**src/rtl/uart_gen2_pkg.sv**
```systemverilog
// Shared types and constants for the gen2 UART core.
// UART_PARITY_EN adds the PARITY states to both FSM encodings.
package uart_gen2_pkg;

    localparam int SB_TICK  = 16;
    localparam int DBIT_MAX = 9;

    typedef enum logic [1:0] {
        NONE = 2'b00,
        EVEN = 2'b01,
        ODD  = 2'b10
    } parity_e;

    typedef enum logic [2:0] {
        TX_IDLE,
        TX_START,
        TX_DATA,
`ifdef UART_PARITY_EN
        TX_PARITY,
`endif
        TX_STOP
    } tx_state_e;

    typedef enum logic [2:0] {
        RX_IDLE,
        RX_START,
        RX_DATA,
`ifdef UART_PARITY_EN
        RX_PARITY,
`endif
        RX_STOP
    } rx_state_e;

    // Received character plus its error flags; data is sized for the widest legal DBIT.
    typedef struct packed {
        logic                parity_err;
        logic                frame_err;
        logic [DBIT_MAX-1:0] data;
    } rx_entry_t;

endpackage

```
**src/rtl/uart_fifo.sv**
```systemverilog
// Synchronous first-word-fall-through FIFO with an occupancy counter.
module uart_fifo #(
    parameter int WIDTH = 8,
    parameter int AW    = 4
) (
    input  logic             clk,
    input  logic             reset,
    input  logic             wr,
    input  logic             rd,
    input  logic [WIDTH-1:0] wdata,
    output logic [WIDTH-1:0] rdata,
    output logic             full,
    output logic             empty
);

    localparam int DEPTH = 2**AW;

    logic [WIDTH-1:0] mem [DEPTH];
    logic [AW-1:0]    wr_ptr;
    logic [AW-1:0]    rd_ptr;
    logic [AW:0]      count;
    logic             wr_en;
    logic             rd_en;

    assign full  = (count == (AW+1)'(DEPTH));
    assign empty = (count == '0);
    // A full FIFO still accepts a write when the same cycle pops the head.
    assign wr_en = wr && (!full || rd);
    assign rd_en = rd && !empty;
    assign rdata = mem[rd_ptr];

    // Storage array write port.
    // NOTE: the array is deliberately not reset; the count/pointers alone define validity.
    always_ff @(posedge clk) begin
        if (wr_en)
            mem[wr_ptr] <= wdata;
    end

    // Pointer and occupancy bookkeeping.
    // NOTE: non-blocking assignments keep every register updating from pre-edge values.
    always_ff @(posedge clk or posedge reset) begin
        if (reset) begin
            wr_ptr <= '0;
            rd_ptr <= '0;
            count  <= '0;
        end else begin
            if (wr_en)
                wr_ptr <= wr_ptr + 1'b1;
            if (rd_en)
                rd_ptr <= rd_ptr + 1'b1;
            case ({wr_en, rd_en})
                2'b10:   count <= count + 1'b1;
                2'b01:   count <= count - 1'b1;
                default: count <= count;
            endcase
        end
    end

endmodule

```
**src/rtl/uart_core_gen2.sv**
```systemverilog
// Full-duplex 16x-oversampling UART with TX/RX FIFOs, error flags and overrun.
// Define UART_PARITY_EN to build parity generation/checking.
module uart_core_gen2
    import uart_gen2_pkg::*;
#(
    parameter int DBIT    = 8,
    parameter int FIFO_AW = 4,
    parameter int SB_TICK = uart_gen2_pkg::SB_TICK
) (
    input  logic            clk,
    input  logic            reset,
    input  logic [15:0]     dvsr,
    input  logic            enable,
    input  logic            stop2,
    input  logic [1:0]      parity_mode,
    input  logic            wr_uart,
    input  logic [DBIT-1:0] transmit_data,
    output logic            tx_full,
    output logic            tx,
    input  logic            rx,
    input  logic            rd_uart,
    output logic            rx_empty,
    output logic [DBIT-1:0] receive_data,
    output logic [1:0]      rx_status,
    output logic            rx_overrun,
    input  logic            clr_err
);

    localparam logic [4:0] BIT_END   = 5'(SB_TICK - 1);
    localparam logic [4:0] START_MID = 5'(SB_TICK/2 - 1);
    localparam logic [3:0] LAST_BIT  = 4'(DBIT - 1);

    logic [15:0] baud_cnt;
    logic        tick;

    // Baud counter: runs 0..dvsr while enabled, held at 0 otherwise.
    always_ff @(posedge clk or posedge reset) begin
        if (reset)
            baud_cnt <= '0;
        else if (!enable || baud_cnt >= dvsr)
            baud_cnt <= '0;
        else
            baud_cnt <= baud_cnt + 16'd1;
    end

    assign tick = enable && (baud_cnt == dvsr);

`ifdef UART_PARITY_EN
    logic par_en;
    logic par_odd;
    assign par_en  = (parity_mode == EVEN) || (parity_mode == ODD);
    assign par_odd = (parity_mode == ODD);
`else
    logic unused_parity_mode;
    assign unused_parity_mode = ^parity_mode;
`endif

    // ---------------- transmitter ----------------
    tx_state_e       tx_state;
    logic [4:0]      tx_s;
    logic [3:0]      tx_n;
    logic [DBIT-1:0] tx_shreg;
    logic [DBIT-1:0] tx_fifo_data;
    logic            tx_fifo_empty;
    logic            tx_pop;
    logic            tx_stop_done;
`ifdef UART_PARITY_EN
    logic            tx_par;
`endif

    assign tx_stop_done = tick && (tx_state == TX_STOP) &&
                          (tx_s == 5'(stop2 ? 2*SB_TICK - 1 : SB_TICK - 1));
    // Loading straight out of STOP keeps back-to-back characters gapless.
    assign tx_pop = !tx_fifo_empty && ((tx_state == TX_IDLE && enable) || tx_stop_done);

    // TX FSM with registered serial output.
    always_ff @(posedge clk or posedge reset) begin
        if (reset) begin
            tx_state <= TX_IDLE;
            tx_s     <= '0;
            tx_n     <= '0;
            tx_shreg <= '0;
            tx       <= 1'b1;
`ifdef UART_PARITY_EN
            tx_par   <= 1'b0;
`endif
        end else if (tx_pop) begin
            tx_state <= TX_START;
            tx_s     <= '0;
            tx_n     <= '0;
            tx_shreg <= tx_fifo_data;
            tx       <= 1'b0;
`ifdef UART_PARITY_EN
            tx_par   <= (^tx_fifo_data) ^ par_odd;
`endif
        end else if (tx_stop_done) begin
            tx_state <= TX_IDLE;
            tx       <= 1'b1;
        end else if (tick) begin
            case (tx_state)
                TX_START: begin
                    if (tx_s == BIT_END) begin
                        tx_s     <= '0;
                        tx_state <= TX_DATA;
                        tx       <= tx_shreg[0];
                    end else
                        tx_s <= tx_s + 5'd1;
                end
                TX_DATA: begin
                    if (tx_s == BIT_END) begin
                        tx_s <= '0;
                        if (tx_n == LAST_BIT) begin
`ifdef UART_PARITY_EN
                            if (par_en) begin
                                tx_state <= TX_PARITY;
                                tx       <= tx_par;
                            end else begin
                                tx_state <= TX_STOP;
                                tx       <= 1'b1;
                            end
`else
                            tx_state <= TX_STOP;
                            tx       <= 1'b1;
`endif
                        end else begin
                            tx_n     <= tx_n + 4'd1;
                            tx_shreg <= tx_shreg >> 1;
                            tx       <= tx_shreg[1];
                        end
                    end else
                        tx_s <= tx_s + 5'd1;
                end
`ifdef UART_PARITY_EN
                TX_PARITY: begin
                    if (tx_s == BIT_END) begin
                        tx_s     <= '0;
                        tx_state <= TX_STOP;
                        tx       <= 1'b1;
                    end else
                        tx_s <= tx_s + 5'd1;
                end
`endif
                TX_STOP: tx_s <= tx_s + 5'd1;
                default: ;
            endcase
        end
    end

    uart_fifo #(.WIDTH(DBIT), .AW(FIFO_AW)) u_tx_fifo (
        .clk   (clk),
        .reset (reset),
        .wr    (wr_uart),
        .rd    (tx_pop),
        .wdata (transmit_data),
        .rdata (tx_fifo_data),
        .full  (tx_full),
        .empty (tx_fifo_empty)
    );

    // ---------------- receiver ----------------
    logic            rx_meta;
    logic            rx_sync;
    rx_state_e       rx_state;
    logic [4:0]      rx_s;
    logic [3:0]      rx_n;
    logic [DBIT-1:0] rx_shreg;
    logic            rx_push;
    logic            rx_fifo_full;
    logic [DBIT+1:0] rx_rdata;
    logic [DBIT+1:0] rx_wdata;
    rx_entry_t       rx_push_entry;
    logic            unused_entry;
`ifdef UART_PARITY_EN
    logic            rx_perr;
`endif

    // Two-flop synchroniser, idling at the line's mark level.
    always_ff @(posedge clk or posedge reset) begin
        if (reset) begin
            rx_meta <= 1'b1;
            rx_sync <= 1'b1;
        end else begin
            rx_meta <= rx;
            rx_sync <= rx_meta;
        end
    end

    assign rx_push = tick && (rx_state == RX_STOP) && (rx_s == BIT_END);

    // RX FSM: mid-bit sampling after centring on the start bit.
    always_ff @(posedge clk or posedge reset) begin
        if (reset) begin
            rx_state <= RX_IDLE;
            rx_s     <= '0;
            rx_n     <= '0;
            rx_shreg <= '0;
`ifdef UART_PARITY_EN
            rx_perr  <= 1'b0;
`endif
        end else begin
            case (rx_state)
                RX_IDLE: begin
                    if (enable && !rx_sync) begin
                        rx_state <= RX_START;
                        rx_s     <= '0;
                        rx_n     <= '0;
`ifdef UART_PARITY_EN
                        rx_perr  <= 1'b0;
`endif
                    end
                end
                RX_START: begin
                    if (tick) begin
                        if (rx_s == START_MID) begin
                            rx_s     <= '0;
                            rx_state <= rx_sync ? RX_IDLE : RX_DATA;
                        end else
                            rx_s <= rx_s + 5'd1;
                    end
                end
                RX_DATA: begin
                    if (tick) begin
                        if (rx_s == BIT_END) begin
                            rx_s     <= '0;
                            rx_shreg <= {rx_sync, rx_shreg[DBIT-1:1]};
                            if (rx_n == LAST_BIT) begin
`ifdef UART_PARITY_EN
                                rx_state <= par_en ? RX_PARITY : RX_STOP;
`else
                                rx_state <= RX_STOP;
`endif
                            end else
                                rx_n <= rx_n + 4'd1;
                        end else
                            rx_s <= rx_s + 5'd1;
                    end
                end
`ifdef UART_PARITY_EN
                RX_PARITY: begin
                    if (tick) begin
                        if (rx_s == BIT_END) begin
                            rx_s     <= '0;
                            rx_perr  <= rx_sync ^ (^rx_shreg) ^ par_odd;
                            rx_state <= RX_STOP;
                        end else
                            rx_s <= rx_s + 5'd1;
                    end
                end
`endif
                RX_STOP: begin
                    if (tick) begin
                        if (rx_s == BIT_END) begin
                            rx_s     <= '0;
                            rx_state <= RX_IDLE;
                        end else
                            rx_s <= rx_s + 5'd1;
                    end
                end
                default: rx_state <= RX_IDLE;
            endcase
        end
    end

    // Assemble the entry written at the stop-bit sample.
    // NOTE: defaulting the whole struct first keeps this block free of latches.
    always_comb begin
        rx_push_entry                = '0;
`ifdef UART_PARITY_EN
        rx_push_entry.parity_err     = rx_perr;
`endif
        rx_push_entry.frame_err      = !rx_sync;
        rx_push_entry.data[DBIT-1:0] = rx_shreg;
    end

    assign rx_wdata     = {rx_push_entry.parity_err, rx_push_entry.frame_err,
                           rx_push_entry.data[DBIT-1:0]};
    assign unused_entry = ^rx_push_entry.data;

    // Sticky overrun flag; a new overrun beats a simultaneous clear.
    always_ff @(posedge clk or posedge reset) begin
        if (reset)
            rx_overrun <= 1'b0;
        else if (rx_push && rx_fifo_full)
            rx_overrun <= 1'b1;
        else if (clr_err)
            rx_overrun <= 1'b0;
    end

    uart_fifo #(.WIDTH(DBIT + 2), .AW(FIFO_AW)) u_rx_fifo (
        .clk   (clk),
        .reset (reset),
        .wr    (rx_push),
        .rd    (rd_uart),
        .wdata (rx_wdata),
        .rdata (rx_rdata),
        .full  (rx_fifo_full),
        .empty (rx_empty)
    );

    // The unreset storage never leaks out: outputs read zero while empty.
    assign receive_data = rx_empty ? '0 : rx_rdata[DBIT-1:0];
    assign rx_status    = rx_empty ? 2'b00 : rx_rdata[DBIT+1:DBIT];

endmodule

```
**config.mk**
```make
export PLATFORM = sky130hd
export DESIGN_NAME = uart_core_gen2
export DESIGN_NICKNAME = d
export VERILOG_FILES = /design/src/rtl/uart_gen2_pkg.sv /design/src/rtl/uart_fifo.sv /design/src/rtl/uart_core_gen2.sv
export SDC_FILE = /design/constraint.sdc
export NUM_CORES = 1
export LEC_CHECK = 0
export ABC_AREA = 1
export CORE_UTILIZATION = 50
export DETAILED_ROUTE_END_ITERATION = 12
export PLACE_DENSITY = 0.67
export SYNTH_ARGS = -nofsm -noshare
export SYNTH_HDL_FRONTEND = slang
export SYNTH_SLANG_ARGS = --single-unit
```
**constraint.sdc**
```tcl
create_clock -name clk -period 3.2 [get_ports clk]
set_input_delay 0.32 -clock clk [delete_from_list [all_inputs] [get_ports clk]]
set_output_delay 0.32 -clock clk [all_outputs]
set_load 0.02 [all_outputs]
```
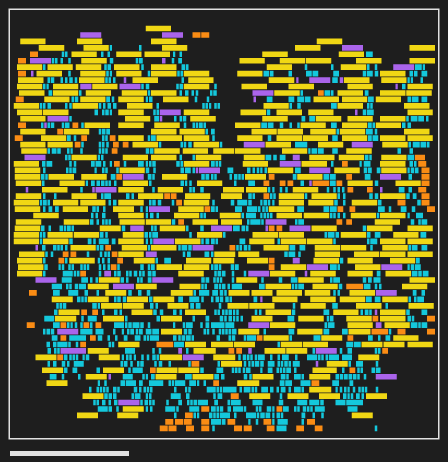
Fig. 1. Placed cells, one colour a class.
Scale bar: 50 um.
Yellow is flops, cells 356, share of their area 58%. Orange is other buffers and delay cells, cells 110, share of their area 5.5%. Cyan is all other logic, cells 1047, share of their area 30%. Purple is clock drivers and dummy loads, cells 70, share of their area 6.5%.

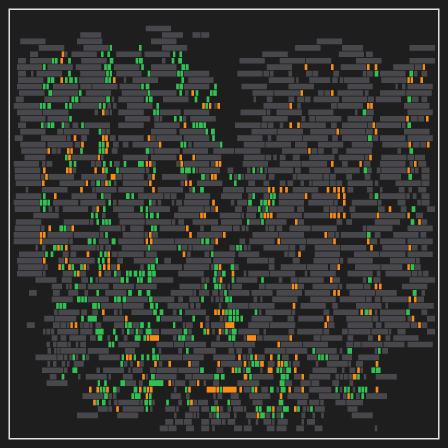
Fig. 2. Gate families picked out.
Orange is NOR gates, cells 231, most used nor2_1, where all over the die. Green is NAND gates, cells 372, most used nand2_1.

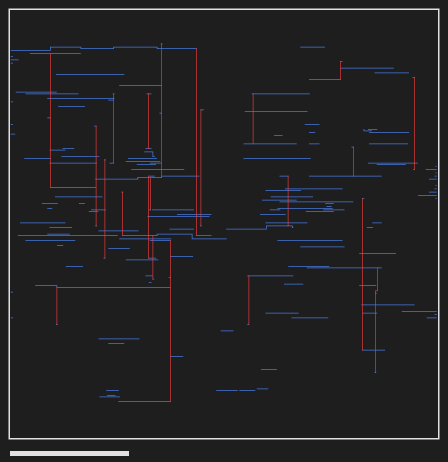
Fig. 3. Routed metal, one colour a layer.
Scale bar: 50 um. Only two layers are drawn.
Blue is met3, wire length 1700 um. Red is met4, wire length 775 um.

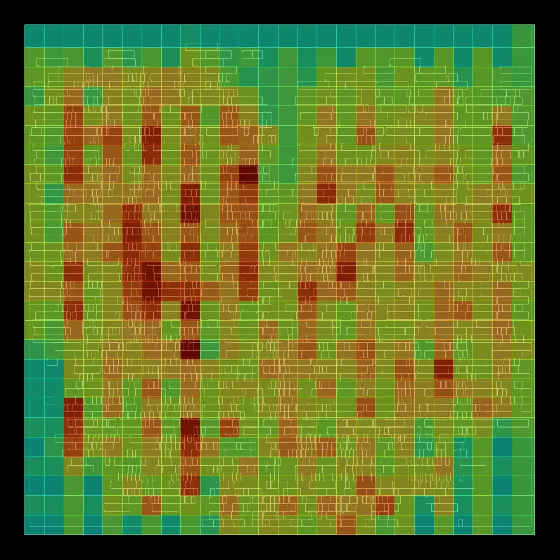
Fig. 4. Congestion heat map.
met1 usage: 27.9%
grt peak-use layer: met2
grt met3 use: 2.73%

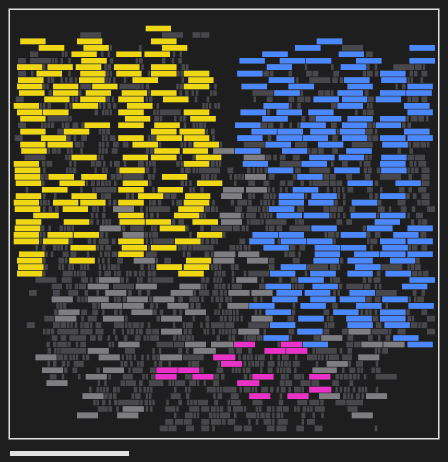
Fig. 5. Sequential cells grouped by signal name.
Scale bar: 50 um. Other sequential cells in the stronger grey, the rest of the logic in the fainter grey.
Yellow is u_tx_fifo.mem, placed flops 128. Magenta is baud_cnt, placed flops 16, where south. Blue is u_rx_fifo.mem, placed flops 144.
Another 68 sequential cells are not coloured.

==> flow_summary.json <==
{
  "hold_buffers": 0,
  "largest_register_ffs": 144,
  "clk_pin_slew_worst_paths_ns": 0.06,
  "nets": 1634,
  "chip_area_um2": 32600,
  "first_pass_iters": 5,
  "status": "finished, final reports clean",
  "top_cell_area_share_pct": 51.3,
  "seq_area_um2": 10300,
  "cp-end-kind": "output port",
  "yosys_warnings": 0,
  "hpwlAfterDp_um": 21700,
  "fmax_ghz": 0.320,
  "syn-instance-count": 1466,
  "clk_share_pct": 6.29,
  "pwr-share-clk_pct": 32.7,
  "numClockSinks": 356,
  "critPathLaunch": "u_rx_fifo.rd_ptr[1]",
  "common_cells": "edfxtp_1, nand2_1, nor2_1, o21ai_0",
  "core_um2": 31500,
  "slew_headroom_pct": 50.2,
  "grt_pass1_vias": 10500,
  "fp.dieW_um": 181,
  "cp_cell_sequence": "buf_4 > o21bai_1 > o211ai_1 > nand3_1 > a21oi_1 > clkdlybuf4s50_1",
  "synthDistinctLibCells": 43,
  "grt_overflow": 0,
  "largest_register": "u_rx_fifo.mem",
  "grtUsageTotal_pct": 21.2,
  "p_switching_mw": 3.74,
  "comb_area_um2": 5020,
  "comb_share_pct": 27.4,
  "n_all_buffers": 110,
  "yosysCellCount": 1466,
  "totalWireLength_um": 34200,
  "power_density_nw_per_um2": 679,
  "grtUsageMet2_pct": 36.8,
  "slowest_delay_ns": 0.64,
  "synth-async-reset-ratio_pct": 23.6,
  "vias": 10800,
  "core.rowCount": 65,
  "clock_skew_ns": 0.0230
}
worst max-delay path by stage:
stage	endpoint	slack (ns)	depth (start not counted)
6_report	receive_data[0]	0.07	6
5_1_grt	receive_data[0]	0.001	6
4_1_cts	receive_data[1]	0.07	6
3_5_place_dp	u_rx_fifo.count[4]	-0.11	16
3_3_place_gp	u_tx_fifo.count[4]	-0.08	20
2_1_floorplan	u_tx_fifo.count[4]	0.25	19
stage by stage:
stage | TNS (ns) | cell area (um^2) | hold slack [ns] | setup slack, ns | utilization (%)
after floorplan | 0 | 15900 | 0.324 | 0.248 | -
after global placement | -0.210 | 17200 | 0.348 | -0.0823 | 54.5
after detailed placement | -0.270 | 17200 | 0.347 | -0.109 | 54.5
after CTS | 0 | 18300 | 0.193 | 0.0729 | 58.2
after global routing | 0 | 18300 | 0.199 | 0.00129 | 58.3
final | 0 | 18300 | 0.182 | 0.0734 | 58.3
kinds of logic (layout without fill, tap and decap cells):
family                   after synthesis  in the layout  share of synthesized area (%)
AND/OR/NAND/NOR                      609            609                           16.1
flip-flops                           356            356                           64.5
AND-OR/OR-AND                        260            260                           9.94
buffers and inverters                164            281                           4.11
adder cells (fa/ha/maj)               47             47                           3.78
XOR/XNOR                              29             29                           1.59
other                                  1              1                         0.0235
power by group through the flow:
stage	registers (mW)	clock network [mW]	logic (mW)
floorplan	5.47	0	1.92
global placement	5.60	0	2.76
detailed placement	5.61	0	2.83
CTS	5.53	4.14	2.84
global route	5.57	4.31	3.14
finish	5.53	4.07	2.83
repair_timing:
action	4_1_cts	5_1_grt
gates cloned	0	0
endpoints found under the hold margin	0	0
endpoints found under the setup margin	1	6
gates resized	2	8
pin swaps	0	0
Power figures rest on the tool's default switching activity, not on a simulated workload.
